[src/rtl/abh.sv]
// abh: address-bus-high stage with next-address mux, ABH/PCH/AHH registers and page-cross flag
module abh (
  input  logic       clk,
  input  logic       RST,
  input  logic       CI,
  input  logic [7:0] DB,
  input  logic [2:0] op,
  input  logic       ld_ahh,
  input  logic       ld_pc,
  input  logic       pcl_co,
  output logic [7:0] ADH,
  output logic [7:0] ABH,
  output logic [7:0] PCH,
  output logic [7:0] AHH,
  output logic       pgx
);
  logic [7:0] ci8;
  assign ci8 = {7'd0, CI};
  always_comb
    ADH = op == 3'd0 ? PCH + ci8 :
          op == 3'd1 ? 8'h01 :
          op == 3'd2 ? 8'hFF :
          op == 3'd3 ? 8'h00 :
          op == 3'd4 ? ABH + ci8 :
          op == 3'd5 ? DB + ci8 :
          op == 3'd6 ? AHH + ci8 :
                       ABH + 8'hFF + ci8;
  always_ff @(posedge clk or posedge RST)
    if (RST) begin
      ABH <= 8'hFF;
      PCH <= 8'h00;
      AHH <= 8'h00;
      pgx <= 1'b0;
    end else begin
      ABH <= ADH;
      if (ld_ahh) AHH <= DB;
      // PCH takes the pre-edge ABH, not the address being latched now
      if (ld_pc) PCH <= ABH + {7'd0, pcl_co};
      pgx <= op[2] && op != 3'd4 && CI;
    end
endmodule

[config.mk]
export PLATFORM = sky130hd
export DESIGN_NAME = abh
export DESIGN_NICKNAME = d
export VERILOG_FILES = /design/src/rtl/abh.sv
export SDC_FILE = /design/constraint.sdc
export NUM_CORES = 1
export LEC_CHECK = 0
export CORE_ASPECT_RATIO = 0.6
export CORE_MARGIN = 2
export CORE_UTILIZATION = 53
export DETAILED_ROUTE_END_ITERATION = 16
export PLACE_DENSITY = 0.94
export SETUP_SLACK_MARGIN = 0.02
export SYNTH_ARGS = -nofsm -noshare
export SYNTH_HDL_FRONTEND = slang
export SYNTH_SLANG_ARGS = --single-unit
[constraint.sdc]
create_clock -name clk -period 8.2 [get_ports clk]
set_clock_uncertainty 0.05 [all_clocks]
set_input_delay 2.46 -clock clk [delete_from_list [all_inputs] [get_ports clk]]
set_output_delay 2.46 -clock clk [all_outputs]
set_load 0.005 [all_outputs]
==> reports/metrics.yaml, run 1 <==
outcome:
  outcome: "finished, final reports clean"
cts:
  path_clk_slew_ns: 0.09
  root_buffer: "clkbuf_8"
  htreeDepth: 1
  post_cts.repair.setup_buffers: 0
  cts-hold-fix-buffers: 0
  cts_tree: "done"
sta:
  maxSlewViolCount: 0
  setup_slack_ns: 0.386
  holdWs_ns: 0.510
  setup_viol: 0
  slew_headroom: 0.358
  post-route-min-period_ns: 7.81
  rsz0062_at_grt: "no"
  hold_viol_final: 0
  max_freq_ghz: 0.128
power_and_ir_drop:
  switching_share: 0.334
  p_sw_mw: 0.136
  p_clk_frac: 0.183
  leakage_nw: 0.963
  ir_drop_mv: 0.101
  comb_power_share: 0.376
  seq-power_mw: 0.180
  p_int_mw: 0.272
  pwr-share-seq: 0.440
global_routing:
  grt_max_degree: 28
  grtUsageTotal: 0.253
  overflow: 0
  top_usage_layer: "met1"
  antenna_found_initial: 0
  grt_pass1_vias: 1645
  met3_usage: 0.0512
  use_met2: 0.370
route:
  wl_per_cell_um: 16.7
  routed_wl_um: 4920
  postRouteAntennaNets: 0
  drtIter0Drc: 183
  drc: 0
yosys:
  netlist_area_mm2: 0.00195
  synth.top_cell.area_share: 0.219
  ys_seq_share: 0.327
  largest_area_cell: "dfrtp_1"
  edf_count: 0
  synth_cell_types: 41
  numSynthFlops: 25
  synthArstFlopShare: 1.00
layout:
  lay_top_count: "clkdlybuf4s50_1"
  insertedDiodeCount: 0
  clk_share: 0.0182
  sh_comb_area: 0.490
  largest_class: "logic gates"
  n_fill_cell: 244
  clock_buffers: 4
  area_share_nonclk_buffers: 0.202
  buffers_excl_clock: 50
flow_run:
  warnings: 27
  maxCapViolCount: 0
placement:
  place_congestion: 0.866
  dp_hpwl_um: 3790
  place_ws_ns: 0.391
floorplanning:
  dieHeight_um: 50.9
  taps: 45
  core_area_mm2: 0.00338
  die_area_mm2: 0.00419
critical_path:
  path_max_fanout: 6
  worstSetupEndpointType: "primary output"
  crit_required_ns: 5.69
  critPathArrivalTime_ns: 5.30
worst_hold_path:
  hold_path.class: "flip-flop to flip-flop"
[run 1: critical path, stage by stage]
cell	delay (ns)
clkdlybuf4s50_1	0.52
inv_1	0.10
ha_1	0.19
ha_1	0.21
or3b_2	0.49
or4_1	0.41
nand3_1	0.09
o2111ai_1	0.12
o211ai_1	0.17
clkdlybuf4s50_1	0.54
[run 1: kinds of logic (layout without fill, tap and decap cells)]
logic type                 count (synthesis)  count (layout)  share of synthesized area
xor gates and xnor gates                  33              33                      0.149
DFF                                       25              25                      0.327
and+or+nand+nor                           70              70                      0.181
AOI/OAI and AO/OA                         35              35                      0.123
buffers and inverters                     20              61                     0.0514
adders and majority gates                 12              12                     0.0772
muxes                                     14              14                     0.0913
[run 1: registers in the layout, summed over array words and instances (netlist names)]
signal,flops
ABH,8
AHH,8
PCH,8
pgx,1
[run 1: metal layers]
layer,part of all wire,up-vias
met5,0,-
met4,0.0089,0
met3,0.086,10
met2,0.43,103
met1,0.48,829
li1,-,824
[run 1: per-stage QoR]
stage                     total power [mW]  utilization  instance area [um2]  cells
final                                0.409        0.730                 2470    295
after floorplan                      0.258            -                 1950    209
after detailed placement             0.334        0.717                 2430    291
after CTS                            0.411        0.730                 2470    295
after global placement               0.328        0.717                 2430    291
after global routing                 0.437        0.730                 2470    295
[run 1: worst paths after layout]
check                       start      to  slack (ns)  cells after the start
max in group asynchronous     RST  AHH[2]        4.86                      2
min in group asynchronous     RST  AHH[1]        2.65                      2
setup / recovery               CI  ADH[6]        0.39                     10
hold reg to reg            AHH[0]  AHH[0]        0.51                      1
setup reg to reg           ABH[0]  ABH[4]        5.94                      8
hold / removal             AHH[0]  AHH[0]        0.51                      1
Run 1, clock nets:
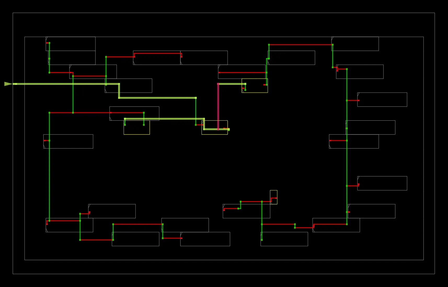
clk_lat worst skew: 0.27 ns
total CTS buffers: 3
CTS Sinks: 25

Run 1, placed cells, one colour a class:
(8 px per um)
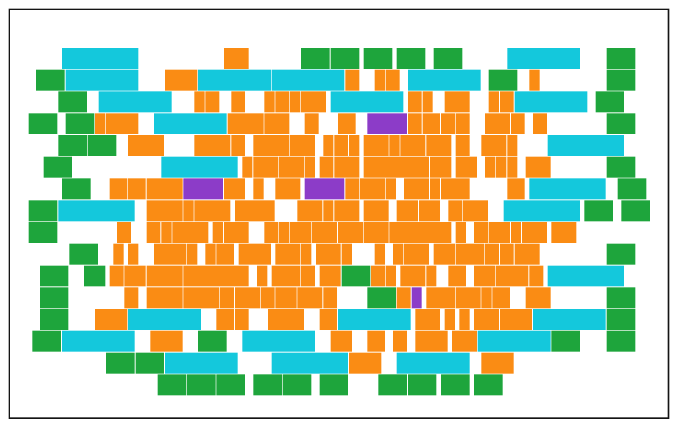
Cyan stands for sequential cells, cells 25, share of their area 26%. Purple stands for clock drivers and dummy loads, cells 4, share of their area 1.9%. Orange stands for combinational and other logic, cells 171, share of their area 51%. Green stands for remaining buffers and delay cells, cells 50, share of their area 21%.

Run 1, cell sizes after repair:
(4 px per um)
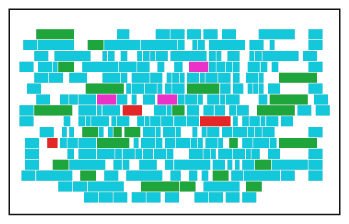
Green stands for _2 cells, cells 23, share 9.2%. Magenta stands for _6 and larger, cells 3, share 1.2%. Cyan stands for _0 and _1 cells, cells 221, share 88%. Red stands for _3 and _4 cells, cells 3, share 1.2%.

==> inputs of run 2 (changes only) <==
--- a/config.mk
+++ b/config.mk
@@ -8,6 +8,7 @@
 export CORE_ASPECT_RATIO = 0.6
 export CORE_MARGIN = 2
 export CORE_UTILIZATION = 53
+export CTS_CLUSTER_DIAMETER = 150
 export DETAILED_ROUTE_END_ITERATION = 16
 export PLACE_DENSITY = 0.94
 export SETUP_SLACK_MARGIN = 0.02
Run 2, clock nets:
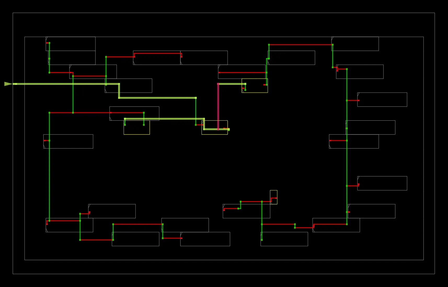
clock buffer count: 4
Power Clock: 0.0749 mW
Seq Cell Count: 25

==> run 2 against run 1 <==
Register-to-register slack is essentially flat. Cell count is the same. Routed wire length is the same. Utilization is the same. Count of clock-buffer cells in the layout is the same. Worst hold slack is the same.
==> reports/metrics.yaml, run 2 <==
sta:
  max_freq_ghz: 0.128  # unchanged
  post-route-min-period_ns: 7.81  # unchanged
  hold_viol_final: 0  # unchanged
  maxSlewViolCount: 0  # unchanged
  rsz0062_at_grt: "no"
  slew_headroom: 0.358  # unchanged
  setup_viol: 0  # unchanged
worst_hold_path:
  hold_path.class: "flip-flop to flip-flop"
  hold_path_end: "AHH[0]"
  min_path_cells: 1  # unchanged
  hp-start: "AHH[0]"
yosys:
  yosys.area_share.aoi: 0.123  # unchanged
  numSynthFlops: 25  # unchanged
  yosys.area_share.simple: 0.181  # unchanged
  edf_count: 0  # unchanged
  synthXorXnorAreaFrac: 0.149  # unchanged
  mux_area_frac: 0.0913  # unchanged
  ys_seq_share: 0.327  # unchanged
  fp_nets: 238
  synth.top_cell.area_share: 0.219  # unchanged
  netlist_area_mm2: 0.00195  # unchanged
  synth_cell_types: 41  # unchanged
  largest_area_cell: "dfrtp_1"
  ys_top_logic_family: "simple AND/OR/NAND/NOR gates"
  fa_ha_area_frac: 0.0772  # unchanged
  ys_area_mm2: 0.00195
  synthArstFlopShare: 1.00  # unchanged
global_routing:
  grtUsageTotal: 0.253  # unchanged
  overflow: 0  # unchanged
  grt_pass1_vias: 1645  # unchanged
  antenna_found_initial: 0  # unchanged
  grt_max_degree: 28  # unchanged
layout:
  n_fill_cell: 244  # unchanged
  lay_top_count: "clkdlybuf4s50_1"
  final_util: 0.730  # unchanged
  fin_cells: 295  # unchanged
  insertedDiodeCount: 0  # unchanged
  nets: 280
  reg_top3: "ABH: 8 flops, AHH: 8 flops, PCH: 8 flops"
floorplanning:
  core_area_mm2: 0.00338  # unchanged
  die_area_mm2: 0.00419  # unchanged
  dieHeight_um: 50.9  # unchanged
critical_path:
  worst-path-buf-inv: 3  # unchanged
  crit_required_ns: 5.69  # about the same
  slowest_stage: "clkdlybuf4s50_1"
  rr_worst_depth: 8  # unchanged
  path_cells: "clkdlybuf4s50_1 -> inv_1 -> ha_1 -> ha_1 -> or3b_2 -> or4_1 -> nand3_1 -> o2111ai_1 -> o211ai_1 -> clkdlybuf4s50_1"
  r2r_slack_ns: 5.94  # about the same
  reg2reg_from: "ABH[0]"
  path_max_fanout: 6  # unchanged
  worstSetupEndpointType: "primary output"
  r2r-end: "ABH[4]"
  crit_path_max_incr_delay_ns: 0.54  # about the same
  worst_path_dominant_cell_family: "buffers and inverters"
  critPathArrivalTime_ns: 5.30  # about the same
cts:
  cts_tree: "done"
  insertion_delay_ns: 0.27  # about the same
  path_clk_slew_ns: 0.09  # about the same
  root_buffer: "clkbuf_8"
  cts.sinks: 25  # unchanged
  cts_buffers: 3  # unchanged
  cts-hold-fix-buffers: 0  # unchanged
  htreeDepth: 1  # unchanged
  post_cts.repair.setup_buffers: 0  # unchanged
power_and_ir_drop:
  p_sw_mw: 0.136  # unchanged
  p_int_mw: 0.272  # unchanged
  pwr-share-seq: 0.440  # about the same
  ir_drop_mv: 0.101  # unchanged
  leakage_nw: 0.963  # unchanged
  p_clk_frac: 0.183  # about the same
  switching_share: 0.334  # unchanged
  comb_power_share: 0.376  # about the same
placement:
  place_congestion: 0.866  # unchanged
  post-place-cells: 291  # unchanged
  dp_hpwl_um: 3790  # unchanged
flow_run:
  warnings: 27  # unchanged
  maxCapViolCount: 0  # unchanged
route:
  drtIter0Drc: 183  # unchanged
  routed_wl_um: 4920  # unchanged
  wl_per_cell_um: 16.7  # unchanged
  drc: 0  # unchanged
  postRouteAntennaNets: 0  # unchanged
outcome:
  outcome: "finished, final reports clean"
Run 2, signal wires on met3:
(6 px per um)
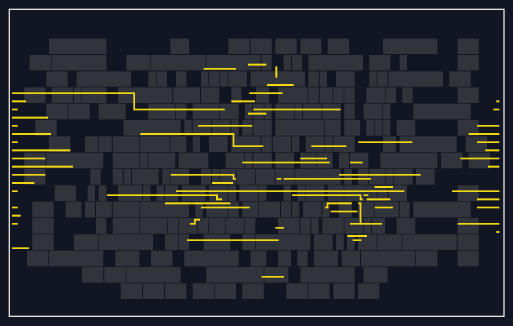
The longest straight run is 37.7 um. The wires run mostly horizontal.

## run 2: cell counts after synthesis
Identical to the previous run, type by type.
## run 2: cell type report
cell class	instances	area, um2	area share
Inverter	7	26.3	0.0106
Clock buffer	4	45.0	0.0182
Tap cell	45	56.3	0.0228
Multi-Input combinational cell	164	1210	0.490
Timing Repair Buffer	50	498	0.202
Sequential cell	25	636	0.257
## run 2: worst max path at each step
stage	from	to	slack, ns	depth (start not counted)
2_1_floorplan	CI	ADH[4]	1.66	8
5_1_grt	CI	ADH[6]	0.26	10
3_5_place_dp	CI	ADH[6]	0.39	10
4_1_cts	CI	ADH[6]	0.39	10
3_3_place_gp	CI	ADH[6]	0.47	10
6_report	CI	ADH[6]	0.39	10
## run 2: metrics by stage
stage / setup WS (ns) / cell area, um2 / power (mW) / hold WS [ns]
floorplan: 1.66 / 1950 / 0.258 / 0.482
global placement: 0.465 / 2430 / 0.328 / 0.485
detailed placement: 0.391 / 2430 / 0.334 / 0.495
CTS: 0.393 / 2470 / 0.411 / 0.521
global route: 0.265 / 2470 / 0.437 / 0.547
finish: 0.386 / 2470 / 0.409 / 0.510
## run 2: metal layers
layer,global-route usage,wire length (um)
met1,0.385,2340
met2,0.370,2110
met3,0.0512,425
met4,0.0472,44
met5,0,0
## run 2: power by group through the flow
| stage | Combinational [mW] | Clock (mW) | Sequential [mW] |
|---|---|---|---|
| after floorplan | 0.0902 | 0 | 0.168 |
| after global placement | 0.148 | 0 | 0.180 |
| after detailed placement | 0.153 | 0 | 0.181 |
| after CTS | 0.154 | 0.0777 | 0.179 |
| after global routing | 0.169 | 0.0840 | 0.184 |
| final | 0.154 | 0.0749 | 0.180 |
No activity file was given, so power comes from the tool's default toggle rates.
